Fig. 1: run 1, signal wires on met1
The bar under the picture is 20 um long.
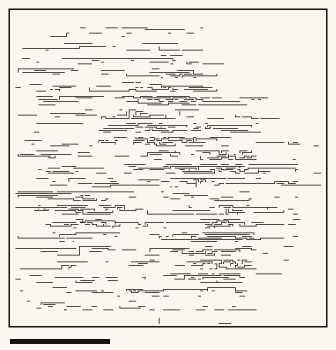
Fig. 2: run 1, metal 2
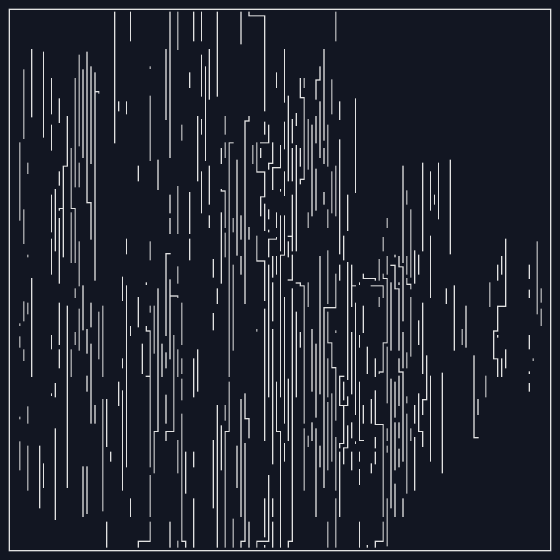
Fig. 3: run 1, M3 wires
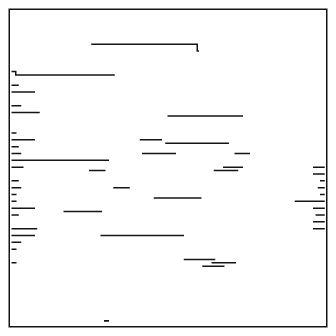
**config.mk**
```make
export PLATFORM = sky130hd
export DESIGN_NAME = lr35902_dma
export DESIGN_NICKNAME = d
export VERILOG_FILES = /design/src/rtl/lr35902_dma.sv
export SDC_FILE = /design/constraint.sdc
export NUM_CORES = 1
export LEC_CHECK = 0
export CAP_MARGIN = 15
export CORE_UTILIZATION = 48
export DETAILED_ROUTE_END_ITERATION = 10
export GPL_ROUTABILITY_DRIVEN = 1
export PLACE_DENSITY = 0.91
export SYNTH_ARGS = -nofsm -noshare
export SYNTH_HDL_FRONTEND = slang
export SYNTH_SLANG_ARGS = --single-unit
export TNS_END_PERCENT = 100
```
**constraint.sdc**
```tcl
create_clock -name clk -period 4.05 [get_ports clk]
set_clock_uncertainty 0.15 [all_clocks]
set_input_delay 1.0125 -clock clk [delete_from_list [all_inputs] [get_ports clk]]
set_output_delay 1.0125 -clock clk [all_outputs]
set_load 0.01 [all_outputs]
```
**src/rtl/lr35902_dma.sv**
```systemverilog
// ---------------------------------------------------------------------------
// lr35902_dma
//
// OAM DMA engine for the video chip. A CPU write to FF46 latches a source
// page and, after a short start delay, copies BYTES bytes from XX00.. into
// OAM 00.. at one byte per M-cycle (four gbclk phases). Reads are issued
// towards the external bus or local VRAM (selection is done at top level);
// writes go to the OAM port.
//
// Ports:
//   clk        gbclk, all state on rising edge
//   reset      asynchronous, active-high
//   reg_din    CPU write data (source page)
//   reg_write  one-cycle strobe, FF46 selected and written
//   reg_dout   last written source page
//   adr_rd     source address ({src_hi, idx} while transferring, else 0000)
//   rd         source read strobe (phases 0..2)
//   data_in    source read data (already muxed VRAM/ext)
//   adr_wr     OAM byte index (valid with wr, else 00)
//   wr         OAM write strobe (phase 3)
//   data_out   byte being written to OAM
//   active     DMA owns OAM; CPU OAM access blocked
//   drv_ext    DMA drives the external adr/n_read pins
// ---------------------------------------------------------------------------
module lr35902_dma #(
  parameter int unsigned BYTES        = 160,
  parameter int unsigned CLK_PER_BYTE = 4,
  parameter int unsigned START_DELAY  = 4
) (
  input  logic        clk,
  input  logic        reset,
  input  logic [7:0]  reg_din,
  input  logic        reg_write,
  output logic [7:0]  reg_dout,
  output logic [15:0] adr_rd,
  output logic        rd,
  input  logic [7:0]  data_in,
  output logic [7:0]  adr_wr,
  output logic        wr,
  output logic [7:0]  data_out,
  output logic        active,
  output logic        drv_ext
);

  localparam int unsigned DW = (START_DELAY > 1) ? $clog2(START_DELAY) : 1;

  localparam logic [DW-1:0] DLY_LAST  = DW'(START_DELAY - 1);
  localparam logic [7:0]    IDX_LAST  = 8'(BYTES - 1);
  localparam logic [1:0]    PH_WRITE  = 2'(CLK_PER_BYTE - 1);
  localparam logic [1:0]    PH_SAMPLE = 2'(CLK_PER_BYTE - 2);

  typedef enum logic [1:0] {
    IDLE,
    DELAY,
    XFER
  } state_t;

  state_t         state, state_nx;
  logic [7:0]     page, page_nx;
  logic [DW-1:0]  dly, dly_nx;
  logic [7:0]     idx, idx_nx;
  logic [1:0]     phase, phase_nx;
  logic           hold, hold_nx;
  logic [7:0]     data_q, data_nx;

  logic [7:0]     src_hi;
  logic           in_xfer;

  // Pages E0..FF are the echo of C0..DF.
  always_comb begin
    src_hi = page;
    if (page >= 8'hE0) begin
      src_hi = page - 8'h20;
    end
  end

  assign in_xfer = (state == XFER);

  // -------------------------------------------------------------------------
  // State register
  // -------------------------------------------------------------------------
  always_ff @(posedge clk or posedge reset) begin
    if (reset) begin
      state  <= IDLE;
      page   <= '0;
      dly    <= '0;
      idx    <= '0;
      phase  <= '0;
      hold   <= 1'b0;
      data_q <= '0;
    end else begin
      state  <= state_nx;
      page   <= page_nx;
      dly    <= dly_nx;
      idx    <= idx_nx;
      phase  <= phase_nx;
      hold   <= hold_nx;
      data_q <= data_nx;
    end
  end

  // -------------------------------------------------------------------------
  // Next-state logic
  // -------------------------------------------------------------------------
  always_comb begin
    state_nx = state;
    page_nx  = page;
    dly_nx   = dly;
    idx_nx   = idx;
    phase_nx = phase;
    hold_nx  = hold;
    data_nx  = data_q;

    unique case (state)
      IDLE: begin
        if (reg_write) begin
          state_nx = DELAY;
          page_nx  = reg_din;
          dly_nx   = '0;
          hold_nx  = 1'b0;
        end
      end

      DELAY: begin
        if (reg_write) begin
          // Restart while already delaying: keep OAM owned.
          page_nx = reg_din;
          dly_nx  = '0;
          hold_nx = 1'b1;
        end else if (dly == DLY_LAST) begin
          state_nx = XFER;
          idx_nx   = '0;
          phase_nx = '0;
        end else begin
          dly_nx = dly + DW'(1);
        end
      end

      XFER: begin
        if (reg_write) begin
          // Abort the byte in flight (its wr is masked combinationally)
          // and restart with OAM still owned.
          state_nx = DELAY;
          page_nx  = reg_din;
          dly_nx   = '0;
          hold_nx  = 1'b1;
        end else begin
          if (phase == PH_SAMPLE) begin
            data_nx = data_in;
          end
          if (phase == PH_WRITE) begin
            phase_nx = '0;
            if (idx == IDX_LAST) begin
              state_nx = IDLE;
              hold_nx  = 1'b0;
            end else begin
              idx_nx = idx + 8'd1;
            end
          end else begin
            phase_nx = phase + 2'd1;
          end
        end
      end

      default: begin
        state_nx = IDLE;
      end
    endcase
  end

  // -------------------------------------------------------------------------
  // Outputs (decoded from registered state so reset clears them at once)
  // -------------------------------------------------------------------------
  always_comb begin
    reg_dout = page;
    data_out = data_q;
    adr_rd   = '0;
    rd       = 1'b0;
    wr       = 1'b0;
    adr_wr   = '0;
    active   = 1'b0;
    drv_ext  = 1'b0;

    if (in_xfer) begin
      adr_rd  = {src_hi, idx};
      rd      = (phase != PH_WRITE);
      // A register write in the write phase restarts the engine; the
      // pending OAM write must not land.
      wr      = (phase == PH_WRITE) && !reg_write;
      active  = 1'b1;
      drv_ext = (src_hi[7:5] != 3'b100);
    end else if (state == DELAY) begin
      active = hold;
    end

    if (wr) begin
      adr_wr = idx;
    end
  end

endmodule

```
==> qor.log, run 1 <==
qor: outcome.run_status completed
qor: placed_design.hpwlAfterDp 2850 um
qor: routing.drc 0
qor: grt.gr-max-usage-layer met2
qor: yosys.synth_sequential_area_ratio 43.6%
qor: finish.ratio_of_cells_with_drive_above_1_in_the_final_layout 12.1%
qor: timing.finalSetupTns 0 ns
qor: pwr.sw_frac_of_total 34.6%
qor: routing.detail-route-antenna-nets 0
qor: finish.num-fill-cells 231
qor: worst_setup_path.critPathCaptureType output pin
qor: yosys.yosys.stat.chipArea 1780 um^2
qor: yosys.top_count_cell_post_synth sky130_fd_sc_hd__dfrtp_1
qor: yosys.number_of_flops_mapped_to_enable_cells_by_yosys 0
qor: yosys.top_post_synthesis_cells_by_area sky130_fd_sc_hd__dfrtp_1, sky130_fd_sc_hd__mux2_2, sky130_fd_sc_hd__ha_1, sky130_fd_sc_hd__and2_1, sky130_fd_sc_hd__nand2_1
qor: timing.timing.final.hold_violations 0
qor: timing.setup_ws 0.338 ns
qor: pwr.maxPowerGroup combinational cells
qor: pwr.p_clk_share 19.1%
qor: routing.first_iter_violations 49
qor: routing.metal_1_wl 1650 um
qor: worst_hold_path.hold_path.startpoint hold
qor: yosys.ys_sh_aoi 12.9%
qor: floorplan.top_level_ports 63
qor: grt.grt_max_degree 32
qor: routing.route.detailed.wl_per_inst 13.7 um
qor: pwr.pwr.group.combinational 0.000644 W
qor: pwr.standby_leakage_power 1.08 nW
qor: yosys.synth.cell_area 1780 um^2
qor: cts.post_cts_resized 0
qor: pwr.p_sw 0.000485 W
qor: yosys.yosys-mux-area-fraction 12.4%
qor: finish.num_antenna_cells 0
qor: cts.cts_num_sinks 31
qor: cts.clk_latency 0.29 ns
qor: worst_setup_path.cp-endpoint adr_wr[0]
qor: routing.wl_met2 1960 um
qor: worst_setup_path.worst_path_dominant_cell_family buffers and inverters
qor: yosys.yosys-stat-cells 175
qor: placed_design.finalWeightedCongestion 0.900
qor: worst_setup_path.crit_path_cell_chain clkdlybuf4s50_1, nand3b_1, inv_1, and2_1, clkdlybuf4s50_1
qor: timing.slew_headroom 49.5%
Back to the opening pictures, Fig. 1:
wire length on this layer: 1,650 um
nets with wire on the layer: 230
share of all routed wire: 42%
longest straight run: 22.1 um
main direction: horizontal
detailed-route via count: 1,567
sum of routed wire length over all layers: 3930 um
GR Util met1: 26.0%

Back to the opening pictures, Fig. 2:
longest straight run: 29.4 um
nets with wire on the layer: 227
share of all routed wire: 50%

Back to the opening pictures, Fig. 3:
main direction: horizontal
longest straight run: 20.9 um
nets with wire on the layer: 45
wire length on this layer: 229 um
GR Util met3: 5.84%

## run 1: cell usage in the layout (no fill, tap or decap), drive strengths merged, types with 3 or more instances in the layout
cell type,Yosys,final
nand2,14,14
a31oi,8,8
o21ai,8,8
inv,13,13
a211oi,3,3
clkdlybuf4s50,0,62
dfrtp,31,31
clkbuf,5,8
mux2i,3,3
ha,10,10
a21oi,5,5
nand3,4,4
buf,3,3
nor2,6,6
nand3b,3,3
mux2,17,17
and2,19,19
## run 1: cell type report
type | instances | area [um^2] | share of cell area [%]
clock buffers | 8 | 100 | 3.94
repair buffers | 65 | 643 | 25.3
inverters | 13 | 48.8 | 1.92
multi-input cells | 123 | 916 | 36.0
well taps | 46 | 57.6 | 2.26
flip-flops and latches | 31 | 776 | 30.5
==> inputs of run 2 (changes only) <==
--- a/config.mk
+++ b/config.mk
@@ -6,7 +6,9 @@
 export NUM_CORES = 1
 export LEC_CHECK = 0
 export CAP_MARGIN = 15
-export CORE_UTILIZATION = 48
+export CELL_PAD_IN_SITES_DETAIL_PLACEMENT = 0
+export CELL_PAD_IN_SITES_GLOBAL_PLACEMENT = 2
+export CORE_UTILIZATION = 29
 export DETAILED_ROUTE_END_ITERATION = 10
 export GPL_ROUTABILITY_DRIVEN = 1
 export PLACE_DENSITY = 0.91
==> qor.log, run 2 <==
qor: outcome.run_status completed [unchanged]
qor: finish.ratio_of_cells_with_drive_above_1_in_the_final_layout 12.4% [was 12.1%]
qor: worst_setup_path.worst_path_dominant_cell_family buffers and inverters [unchanged]
qor: pwr.power 0.00138 W [was 0.00140 W]
qor: yosys.number_of_flops_mapped_to_enable_cells_by_yosys 0 [unchanged]
qor: timing.timing.final.hold_violations 0 [unchanged]
qor: finish.layout.nets 269 [was 268]
qor: finish.num_antenna_cells 0 [unchanged]
qor: placed_design.finalWeightedCongestion 0.779 [was 0.900]
qor: grt.grt_max_degree 17 [was 32]
qor: pwr.pwr.group.combinational 0.000654 W [was 0.000644 W]
qor: yosys.yosys.stat.chipArea 1780 um^2 [unchanged]
qor: pwr.maxPowerGroup combinational cells [unchanged]
qor: yosys.yosys-stat-cells 175 [unchanged]
qor: finish.layout_top_cell sky130_fd_sc_hd__clkdlybuf4s50_1 [unchanged]
qor: yosys.top_post_synthesis_cells_by_area sky130_fd_sc_hd__dfrtp_1, sky130_fd_sc_hd__mux2_2, sky130_fd_sc_hd__ha_1, sky130_fd_sc_hd__and2_1, sky130_fd_sc_hd__nand2_1 [unchanged]
qor: pwr.standby_leakage_power 1.08 nW [about the same]
qor: worst_setup_path.critPathCaptureType output pin [unchanged]
qor: worst_setup_path.cp-endpoint adr_wr[0] [unchanged]
qor: yosys.yosys-mux-area-fraction 12.4% [unchanged]
qor: placed_design.hpwlAfterDp 3070 um [was 2850 um]
qor: yosys.ys_sh_aoi 12.9% [unchanged]
qor: yosys.synth.cell_area 1780 um^2 [unchanged]
qor: pwr.sw_frac_of_total 36.0% [was 34.6%]
qor: pwr.p_clk_share 17.4% [was 19.1%]
qor: timing.slew_headroom 56.9% [was 49.5%]
qor: yosys.postSynthAreaPerCell 10.2 um^2 [unchanged]
qor: finish.post_synthesis_to_final_layout_area_growth 44.3% [was 42.7%]
qor: routing.metal_1_wl 1930 um [was 1650 um]
qor: routing.wl_met2 2030 um [was 1960 um]
qor: yosys.top_count_cell_post_synth sky130_fd_sc_hd__dfrtp_1 [unchanged]
qor: cts.cts.reportedPaths.clkPinSlew 0.07 ns [about the same]
qor: timing.worst_pin_slew 0.646 ns [was 0.757 ns]
qor: cts.post_cts_resized 0 [unchanged]
qor: grt.global_route.usage.met3 4.09% [was 5.84%]
qor: yosys.synthTopLogicFamily simple AND/OR/NAND/NOR gates [unchanged]
qor: worst_hold_path.hold_path.startpoint hold [unchanged]
qor: worst_setup_path.timing.critical_path.from_type primary input [unchanged]
qor: routing.detail-route-antenna-nets 0 [unchanged]
qor: finish.final_layout_top_logic_cells sky130_fd_sc_hd__clkdlybuf4s50_1, sky130_fd_sc_hd__dfrtp_1, sky130_fd_sc_hd__and2_1 [unchanged]
qor: routing.drc 0 [unchanged]
qor: yosys.synth_sequential_area_ratio 43.6% [unchanged]
qor: timing.finalSetupTns 0 ns [unchanged]
qor: floorplan.core_util_floorplan 30.1% [was 51.7%]
qor: floorplan.core_area 5920 um^2 [was 3440 um^2]
qor: worst_setup_path.crit_path_cell_chain clkdlybuf4s50_1, nand3b_1, inv_1, and2_1, clkdlybuf4s50_1 [unchanged]
qor: routing.first_iter_violations 40 [was 49]
run 2: cell counts after synthesis:
No cell type changed its count.
run 2: layout make-up:
type | count | area [um^2]
Clock inverter | 2 | 12.5
Sequential cell | 31 | 776
Timing Repair Buffer | 66 | 651
Multi-Input combinational cell | 123 | 916
Clock buffer | 6 | 72.6
Tap cell | 75 | 93.8
Fill cell | 595 | 3350
Inverter | 13 | 48.8
run 2: through the flow:
| stage | area, um^2 | cells | util, % |
|---|---|---|---|
| final | 2570 | 316 | 43.4 |
| after floorplan | 1780 | 175 | - |
| after detailed placement | 2480 | 308 | 42.0 |
| after global routing | 2570 | 316 | 43.4 |
| after global placement | 2480 | 308 | 42.0 |
| after CTS | 2570 | 316 | 43.4 |
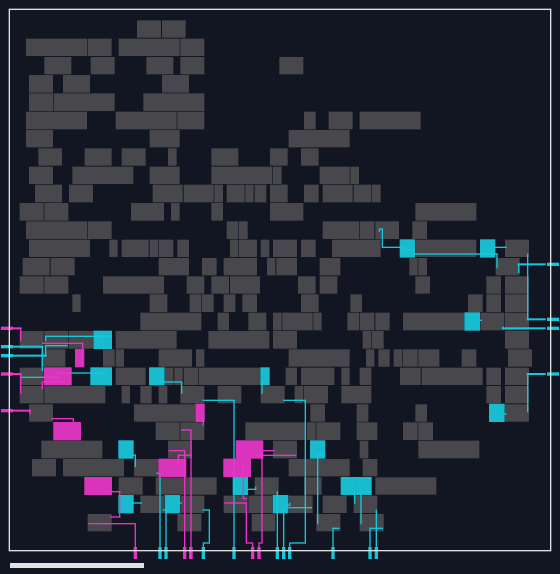
Fig. 4. Wires at chosen ports, followed through buffers (run 2).
The bar under the picture is 20 um long.
[magenta] reg_din | direction: input | end cells: 8 | buffers: 8 | wire: 124 um
[cyan] adr_rd | direction: output | end cells: 16 | buffers: 16 | wire: 243 um
Port Buf Inserts: 62
IO Count: 63

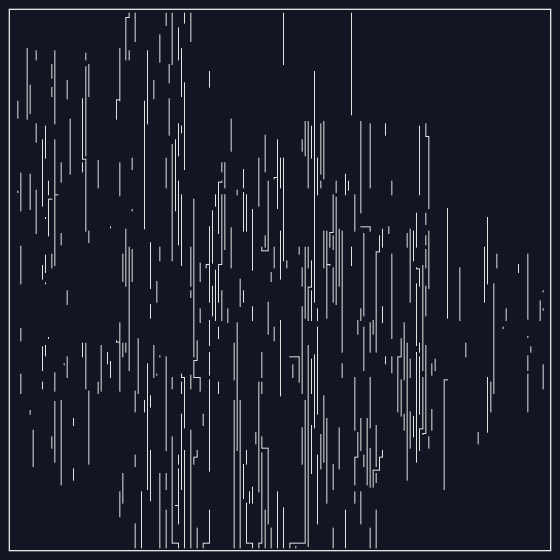
Fig. 5. Metal 2 (run 2).
nets with wire on the layer: 217
share of all routed wire: 49%
main direction: vertical
grt met2 use: 24.1%
detailed-route via count: 1,511

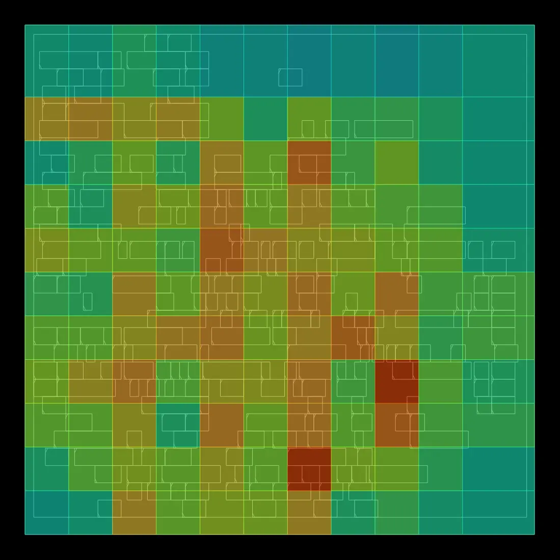
Fig. 6. Congestion heat map (run 2).
final core utilization: 43.4%
detailed-route wire length per cell: 13.3 um
GR Util met1: 18.1%

==> inputs of run 3 (changes only) <==
--- a/config.mk
+++ b/config.mk
@@ -9,6 +9,7 @@
 export CELL_PAD_IN_SITES_DETAIL_PLACEMENT = 0
 export CELL_PAD_IN_SITES_GLOBAL_PLACEMENT = 2
 export CORE_UTILIZATION = 29
+export CTS_CLUSTER_DIAMETER = 50
 export DETAILED_ROUTE_END_ITERATION = 10
 export GPL_ROUTABILITY_DRIVEN = 1
 export PLACE_DENSITY = 0.91
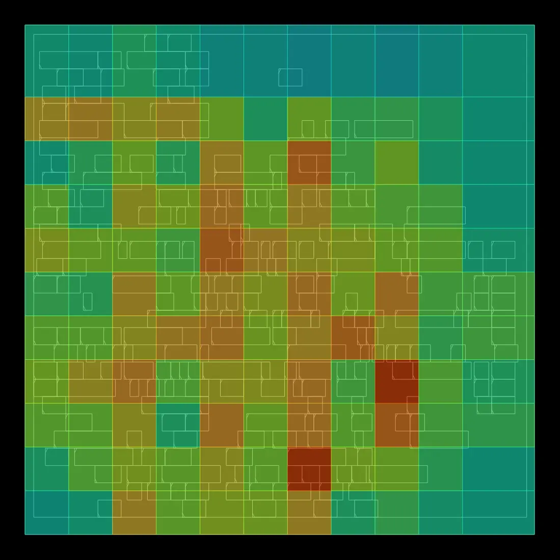
Fig. 7. Congestion heat map (run 3).
GR peak layer: met2
total routing resource utilization after global routing: 14.4%
GR Util met3: 4.09%

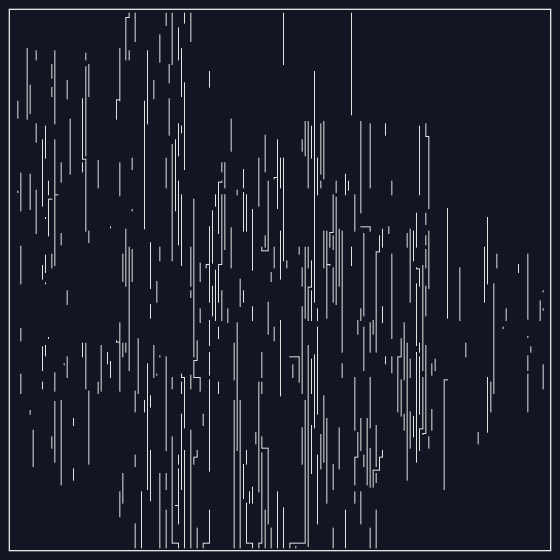
Fig. 8. Metal 2 (run 3).
share of all routed wire: 49%
wire length on this layer: 2,030 um
main direction: vertical

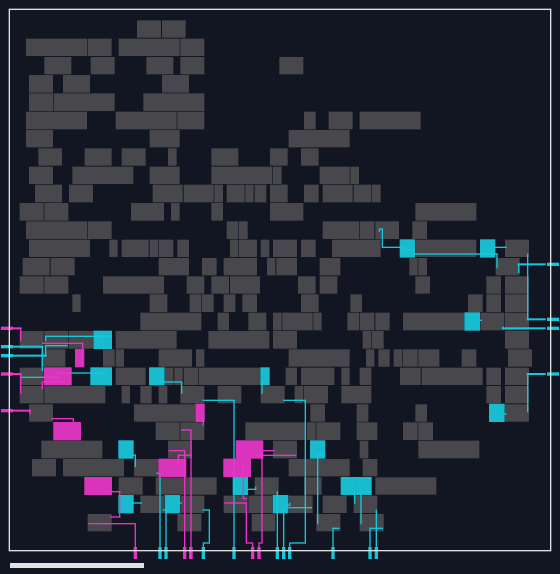
Fig. 9. Wires at chosen ports, followed through buffers (run 3).
The bar under the picture is 20 um long.
[magenta] reg_din | direction: input | end cells: 8 | buffers: 8 | wire: 124 um
[cyan] adr_rd | direction: output | end cells: 16 | buffers: 16 | wire: 243 um

==> qor.log, run 3 <==
qor: placed_design.portBuffers 62 [unchanged]
qor: finish.num_antenna_cells 0 [unchanged]
qor: yosys.synth_sequential_area_ratio 43.6% [unchanged]
qor: cts.cts.reportedPaths.clkPinSlew 0.07 ns [about the same]
qor: placed_design.dpl.cell_count 308 [unchanged]
qor: cts.cts_num_sinks 31 [unchanged]
qor: finish.ff_latch_area 776 um^2 [unchanged]
qor: pwr.p_sw 0.000497 W [unchanged]
qor: finish.final.signal_buffer_count 66 [unchanged]
qor: finish.postLayoutCoreUtil 43.4% [unchanged]
qor: timing.finalSetupTns 0 ns [unchanged]
qor: finish.seq_cell_count 31 [unchanged]
qor: pwr.maxPowerGroup combinational cells [unchanged]
qor: yosys.yosys-stat-cells 175 [unchanged]
qor: routing.first_iter_violations 40 [unchanged]
qor: timing.slew_headroom 56.9% [unchanged]
qor: yosys.number_of_flops_mapped_to_enable_cells_by_yosys 0 [unchanged]
qor: finish.nNonClkInverters 13 [unchanged]
qor: worst_setup_path.timing.critical_path.from_type primary input [unchanged]
qor: pwr.power 0.00138 W [unchanged]
qor: finish.comb-cell-share 35.6% [unchanged]
qor: placed_design.finalWeightedCongestion 0.779 [unchanged]
qor: finish.num-fill-cells 595 [unchanged]
qor: grt.grt_max_degree 17 [unchanged]
qor: floorplan.well_tap_count 75 [unchanged]
qor: finish.final-comb-area 916 um^2 [unchanged]
qor: timing.worst_pin_slew 0.646 ns [unchanged]
qor: routing.detail-route-antenna-nets 0 [unchanged]
qor: yosys.yosys.stat.chipArea 1780 um^2 [unchanged]
qor: finish.final_layout_top_logic_cells sky130_fd_sc_hd__clkdlybuf4s50_1, sky130_fd_sc_hd__dfrtp_1, sky130_fd_sc_hd__and2_1 [unchanged]
qor: finish.multi_input_gates 123 [unchanged]
qor: placed_design.post_dp_cell_area 2480 um^2 [unchanged]
qor: routing.detailroute.via_count 1,511 [unchanged]
qor: yosys.top_count_cell_post_synth sky130_fd_sc_hd__dfrtp_1 [unchanged]
qor: outcome.run_status completed [unchanged]
qor: floorplan.core_area 5920 um^2 [unchanged]
qor: cts.post_cts_resized 0 [unchanged]
qor: finish.layout.nets 269 [unchanged]
qor: finish.final_cell_area 2570 um^2 [unchanged]
qor: finish.stdcell_count 316 [unchanged]
qor: finish.bufAreaShareNonClock 25.3% [unchanged]
qor: routing.routed_wl 4190 um [unchanged]
qor: routing.drc 0 [unchanged]
qor: finish.layout.area.top_class combinational gates [unchanged]
qor: floorplan.top_level_ports 63 [unchanged]
qor: yosys.postSynthAreaPerCell 10.2 um^2 [unchanged]
qor: finish.share_of_the_final_layout_cell_area_in_sequential_cells 30.2% [unchanged]
qor: yosys.synth.cell_area 1780 um^2 [unchanged]
qor: worst_setup_path.critPathCaptureType output pin [unchanged]
-- run 3: how the worst max path moves through the flow --
stage              start    endpoint  slack [ns]  cells after the start
2_1_floorplan   state[0]  adr_rd[15]        1.31                      7
3_3_place_gp   reg_write   adr_wr[0]        0.29                      5
3_5_place_dp   reg_write   adr_wr[0]        0.28                      5
4_1_cts        reg_write   adr_wr[0]        0.28                      5
5_1_grt        reg_write   adr_wr[6]        0.21                      5
6_report       reg_write   adr_wr[0]        0.32                      5
-- run 3: critical path, delay by kind of cell --
kind | cells | cell delay, ns
and+or+nand+nor | 2 | 0.38
buffers and inverters | 3 | 1.17
-- run 3: per-layer routing --
layer  share of wire, %  global-route usage (%)
met5                  0                       0
met4               0.79                    3.75
met3                4.7                    4.09
met2                 49                    24.1
met1                 46                    18.1
Power is estimated from default activity; no workload was simulated.
